### src/rtl/regfile_scoreboard_if.sv
// Register file / scoreboard bus.
// Decode and writeback drive it; the regfile answers.
interface regfile_scoreboard_if #(
  parameter int DATA_W = 8,
  parameter int ADDR_W = 2
);
  logic [ADDR_W-1:0] rd_addr1;
  logic [ADDR_W-1:0] rd_addr2;
  logic [DATA_W-1:0] rd_data1;
  logic [DATA_W-1:0] rd_data2;
  logic              rd_busy1;
  logic              rd_busy2;
  logic              we;
  logic [ADDR_W-1:0] wr_addr;
  logic [DATA_W-1:0] wr_data;
  logic              alloc_en;
  logic [ADDR_W-1:0] alloc_addr;
  logic              alloc_ok;
  logic [ADDR_W:0]   pend_cnt;

  modport master (
    output rd_addr1, rd_addr2,
    output we, wr_addr, wr_data,
    output alloc_en, alloc_addr,
    input  rd_data1, rd_data2,
    input  rd_busy1, rd_busy2,
    input  alloc_ok, pend_cnt
  );

  modport slave (
    input  rd_addr1, rd_addr2,
    input  we, wr_addr, wr_data,
    input  alloc_en, alloc_addr,
    output rd_data1, rd_data2,
    output rd_busy1, rd_busy2,
    output alloc_ok, pend_cnt
  );
endinterface

### src/rtl/regfile_scoreboard.sv
// Register file with per-register pending bits.
// Decode reads and allocates; writeback writes and frees.
module regfile_scoreboard #(
  parameter int DATA_W   = 8,
  parameter int ADDR_W   = 2,
  parameter bit ZERO_REG = 1'b0,
  parameter bit BYPASS   = 1'b1
) (
  input logic clk,
  input logic rst,
  regfile_scoreboard_if.slave bus
);
  localparam int NUM_REGS = 2 ** ADDR_W;

  logic [DATA_W-1:0]   regs [NUM_REGS];
  logic [NUM_REGS-1:0] pending;
  logic [NUM_REGS-1:0] pend_nxt;
  logic [ADDR_W:0]     cnt;

  logic              wr_ok;
  logic              alloc_zero;
  logic              eff_pend;
  logic              alloc_ok;
  logic              alloc_set;
  logic              wr_clr;
  logic [ADDR_W-1:0] ra [2];
  logic [DATA_W-1:0] rdat [2];
  logic              rbsy [2];

  assign ra[0] = bus.rd_addr1;
  assign ra[1] = bus.rd_addr2;

  assign bus.rd_data1 = rdat[0];
  assign bus.rd_data2 = rdat[1];
  assign bus.rd_busy1 = rbsy[0];
  assign bus.rd_busy2 = rbsy[1];
  assign bus.alloc_ok = alloc_ok;
  assign bus.pend_cnt = cnt;

  // Write/allocate qualification; a writeback frees its slot this cycle.
  always_comb begin
    wr_ok = bus.we &
            ~(ZERO_REG && bus.wr_addr == '0);
    alloc_zero = ZERO_REG &&
                 bus.alloc_addr == '0;
    eff_pend = pending[bus.alloc_addr] &
               ~(bus.we &&
                 bus.wr_addr == bus.alloc_addr);
    alloc_ok = bus.alloc_en & ~rst &
               (alloc_zero | ~eff_pend);
    alloc_set = alloc_ok & ~alloc_zero;
    wr_clr = wr_ok & pending[bus.wr_addr];
  end

  // Next pending vector: write clears, then a new producer sets.
  always_comb begin
    pend_nxt = pending;
    if (wr_ok)
      pend_nxt[bus.wr_addr] = 1'b0;
    if (alloc_set)
      pend_nxt[bus.alloc_addr] = 1'b1;
  end

  // Read ports: hardwired zero, then bypass, then array.
  always_comb begin
    for (int p = 0; p < 2; p++) begin
      rdat[p] = regs[ra[p]];
      rbsy[p] = pending[ra[p]];
      if (ZERO_REG && ra[p] == '0) begin
        rdat[p] = '0;
        rbsy[p] = 1'b0;
      end else if (BYPASS && bus.we &&
                   bus.wr_addr == ra[p]) begin
        rdat[p] = bus.wr_data;
        rbsy[p] = 1'b0;
      end
    end
  end

  // Register array and scoreboard state.
  always_ff @(posedge clk) begin
    if (rst) begin
      regs    <= '{default: '0};
      pending <= '0;
      cnt     <= '0;
    end else begin
      if (wr_ok)
        regs[bus.wr_addr] <= bus.wr_data;
      pending <= pend_nxt;
      cnt <= cnt
           + (ADDR_W+1)'(alloc_set)
           - (ADDR_W+1)'(wr_clr);
    end
  end
endmodule

### src/flat_wrapper.sv
// flat-port wrapper written by rule: the top's interface ports become plain ports
module regfile_scoreboard_flat 
#(
  parameter int DATA_W   = 8,
  parameter int ADDR_W   = 2,
  parameter bit ZERO_REG = 1'b0,
  parameter bit BYPASS   = 1'b1
)
  (clk, rst, bus_rd_addr1, bus_rd_addr2, bus_we, bus_wr_addr, bus_wr_data, bus_alloc_en, bus_alloc_addr, bus_rd_data1, bus_rd_data2, bus_rd_busy1, bus_rd_busy2, bus_alloc_ok, bus_pend_cnt);
  regfile_scoreboard_if #(.DATA_W(DATA_W), .ADDR_W(ADDR_W)) bus_i ();
  input logic clk;
  input logic rst;
  input wire logic [$bits(bus_i.rd_addr1)-1:0] bus_rd_addr1;
  input wire logic [$bits(bus_i.rd_addr2)-1:0] bus_rd_addr2;
  input wire logic [$bits(bus_i.we)-1:0] bus_we;
  input wire logic [$bits(bus_i.wr_addr)-1:0] bus_wr_addr;
  input wire logic [$bits(bus_i.wr_data)-1:0] bus_wr_data;
  input wire logic [$bits(bus_i.alloc_en)-1:0] bus_alloc_en;
  input wire logic [$bits(bus_i.alloc_addr)-1:0] bus_alloc_addr;
  output wire logic [$bits(bus_i.rd_data1)-1:0] bus_rd_data1;
  output wire logic [$bits(bus_i.rd_data2)-1:0] bus_rd_data2;
  output wire logic [$bits(bus_i.rd_busy1)-1:0] bus_rd_busy1;
  output wire logic [$bits(bus_i.rd_busy2)-1:0] bus_rd_busy2;
  output wire logic [$bits(bus_i.alloc_ok)-1:0] bus_alloc_ok;
  output wire logic [$bits(bus_i.pend_cnt)-1:0] bus_pend_cnt;
  assign bus_i.rd_addr1 = bus_rd_addr1;
  assign bus_i.rd_addr2 = bus_rd_addr2;
  assign bus_i.we = bus_we;
  assign bus_i.wr_addr = bus_wr_addr;
  assign bus_i.wr_data = bus_wr_data;
  assign bus_i.alloc_en = bus_alloc_en;
  assign bus_i.alloc_addr = bus_alloc_addr;
  assign bus_rd_data1 = bus_i.rd_data1;
  assign bus_rd_data2 = bus_i.rd_data2;
  assign bus_rd_busy1 = bus_i.rd_busy1;
  assign bus_rd_busy2 = bus_i.rd_busy2;
  assign bus_alloc_ok = bus_i.alloc_ok;
  assign bus_pend_cnt = bus_i.pend_cnt;
  regfile_scoreboard #(.DATA_W(DATA_W), .ADDR_W(ADDR_W), .ZERO_REG(ZERO_REG), .BYPASS(BYPASS)) u_core (.clk(clk), .rst(rst), .bus(bus_i));
endmodule
### config.mk
export PLATFORM = sky130hd
export DESIGN_NAME = regfile_scoreboard_flat
export DESIGN_NICKNAME = d
export VERILOG_FILES = /design/src/rtl/regfile_scoreboard_if.sv /design/src/rtl/regfile_scoreboard.sv /design/src/flat_wrapper.sv
export SDC_FILE = /design/constraint.sdc
export NUM_CORES = 1
export LEC_CHECK = 0
export CAP_MARGIN = 20
export CORE_MARGIN = 2
export CORE_UTILIZATION = 55
export CTS_BUF_LIST = sky130_fd_sc_hd__clkbuf_8
export CTS_CLUSTER_SIZE = 40
export DETAILED_ROUTE_END_ITERATION = 8
export HOLD_SLACK_MARGIN = 0.15
export MAX_ROUTING_LAYER = met4
export PLACE_DENSITY = 0.83
export SLEW_MARGIN = 30
export SYNTH_ARGS = -nofsm -noshare
export SYNTH_HDL_FRONTEND = slang
export SYNTH_SLANG_ARGS = --single-unit
### constraint.sdc
create_clock -name clk -period 2.85 [get_ports clk]
set_input_delay 0.4275 -clock clk [delete_from_list [all_inputs] [get_ports clk]]
set_output_delay 0.4275 -clock clk [all_outputs]
set_load 0.02 [all_outputs]
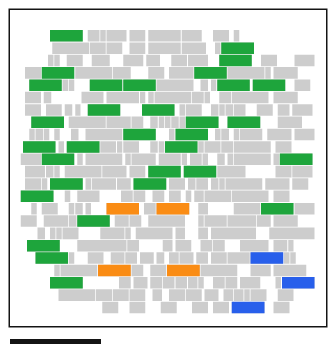
*Sequential cells grouped by signal name*
The bar under the picture is 20 um long.
[u_core.bus.pend_cnt] blue | placed flops: 3
[u_core.regs] green | placed flops: 32
[u_core.pending] orange | placed flops: 4 | where: south
sequential cell area share: 25.1%
Core Util, Final: 76.7%
sequential power: 596 uW
FF/Latch Area: 781 um2

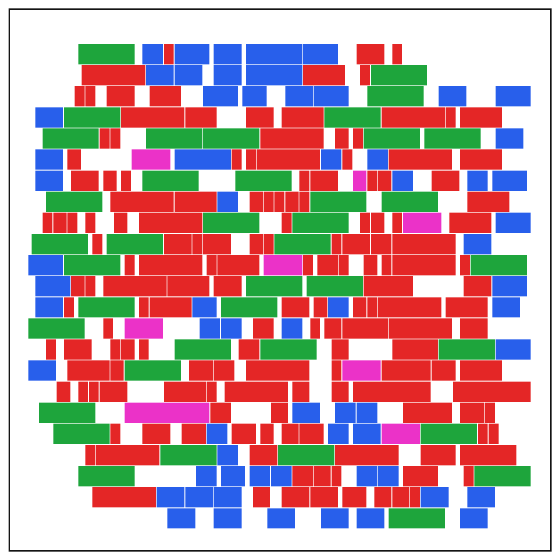
*Placement by cell class*
[remaining logic cells] red | cells: 161
[remaining buffers and delay cells] blue | cells: 64
[registers] green | cells: 39
[clock drivers and dummy loads] magenta | cells: 8
Final Cell Area: 3110 um2
row cnt: 23
area of the core: 4060 um2

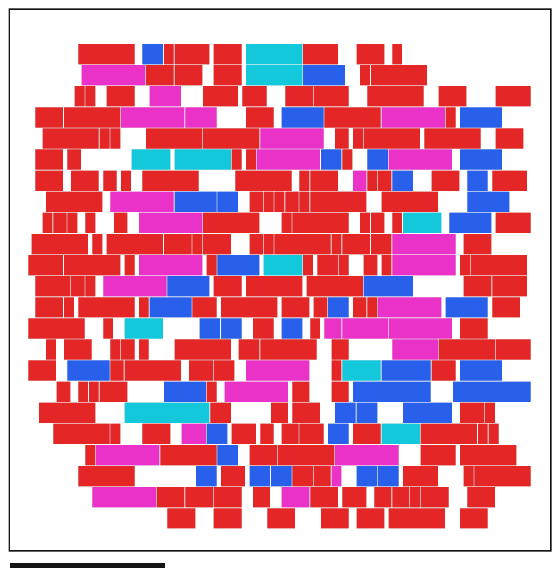
*Sizing map*
The bar under the picture is 20 um long.
[x2] magenta | cells: 28
[x3 and x4] blue | cells: 39
[x1 and smaller] red | cells: 195
[x6 and larger] cyan | cells: 10
Non-clk bufs: 64
Final WS setup: 0.0399 ns
Layout area overhead: 31.6%

-- layout make-up --
class                           count  share of cell area (%)
Multi-Input combinational cell    157                    48.0
Sequential cell                    39                    25.1
Timing Repair Buffer               64                    20.7
Clock buffer                        6                    2.65
Tap cell                           50                    2.01
Clock inverter                      2                    1.12
Inverter                            4                   0.482
-- layer usage --
metal,vias to the layer above,wire (um)
li1,883,-
met1,936,2360
met2,62,2980
met3,14,305
met4,0,126
met5,-,0
-- registers in the layout, indices dropped and copies added (netlist names) --
register and count:
u_core.pending 4, u_core.bus.pend_cnt 3, u_core.regs 32
-- power by group through the flow --
stage               clock network (uW)  registers [uW]  logic (uW)
global route                       517             599         395
CTS                                487             595         359
detailed placement                   0             608         358
global placement                     0             606         353
floorplan                            0             612         211
finish                             491             596         371
==> notes.md <==
run metrics: status completed, cell family with most CP delay buffers and inverters, nets 294, Worst VDD drop 422 uV, Placement Cell Area 2900 um2, setup bufs post-CTS 0, Floorplan Nets 238, Final Hold Fails 0, die height 69.6 um, final max-slew violation count 0, ANT cells 0, XOR Share, Synth 4.23%, WHS Endpoint u_core.regs[2], startpoint type of the worst setup path primary input, Iteration-0 DRC Markers 127, Place WS -0.0998 ns, share of cells above drive strength 1 28.3%, worst r2r path cells 10, hold_buf cts 0, clock skew 0.0112 ns, WP depth 5, Power, Total 1460 uW, DR pass1 iterations 4, maxcap violations 0, CP dominant cell by count clkdlybuf4s50_1, gp weighted congestion 0.778, pin count of the biggest net entering global routing 40, Vias per Instance 5.89, WL final 5.78 mm, Yosys cell types 36, IO Count 42, Main logic family multiplexers, Leakage 0.00144 uW, EDFF count, synth 0, largest area contributor in the netlist dfxtp_1, Worst EP arrival 2.38 ns, ao+oa area frac 4.81%, HP Start u_core.regs[2], vias in the first global route 1844, FA/HA/MAJ Cells, Area Fraction 1.90%, Seq cells post-synth 39, chip area 4840 um2, H-tree lvl count 2, CP cell instances clkdlybuf4s50_1, buf_12, mux4_2, mux2_4, clkdlybuf4s50_1, IO buf count 41, worst-margin pin slew 0.689 ns, Comb power frac 25.4%, CP bufs+invs 3, DRC viols 0, met2 usage 42.7%, fp_density 58.3%, reg-to-reg endpoint u_core.bus.pend_cnt[2], crit path from bus_rd_addr2[0], initial antenna violation count 0, mux share 35.5%, grt met3 use 6.10%, Main synth FF type dfxtp_1, Clk pwr share 33.7%, CTS tree built, maximum buffer depth of the clock tree 2, GR peak layer met2, M1 GR Usage 28.7%, grt ovf 0, hold_ws 0.472 ns, post-DP HPWL 3.74 mm, Via Count 1895, Slew headroom 53.9%, Pint 1060 uW, Pwr Density 468 nW/um2, Setup crit end kind output pin, Synth async-reset ratio 0%, Setup crit end bus_rd_data2[4], NetSw 403 uW, Simple-Gate Fraction of Synth Area 15.0%, clock sinks 39, Setup TNS Final 0 ns, Reg power frac 40.9%, DIE WIDTH 69.6 um, register share after synthesis 33.0%, Top cells excl fill/tap dfxtp_1, nand2_1, clkdlybuf4s50_1, buf_4, mux4_2, Crit Path Max Fanout 10, largest stage delay on the critical path 0.53 ns, Slowest cell on crit path clkdlybuf4s50_1, R2R Setup Slk 0.48 ns, fin crit share 98.6%, class of the worst hold path reg -> reg, Top cell area share 33.0%, Synth Cell Area 2370 um2, Top cells by area dfxtp_1, mux4_2, mux2_4, Setup Crit Path Kind in -> out, min Tclk post-route 2.81 ns, CTS resizes 3, FILL cells 264, Synth Warn # 0, cell total in the yosys stat output 215, most common logic cell in the routed design dfxtp_1, Layout Cells excl Fill 322, clock transition at the registers of the reported paths 0.08 ns
Power and IR drop assume default switching activity.
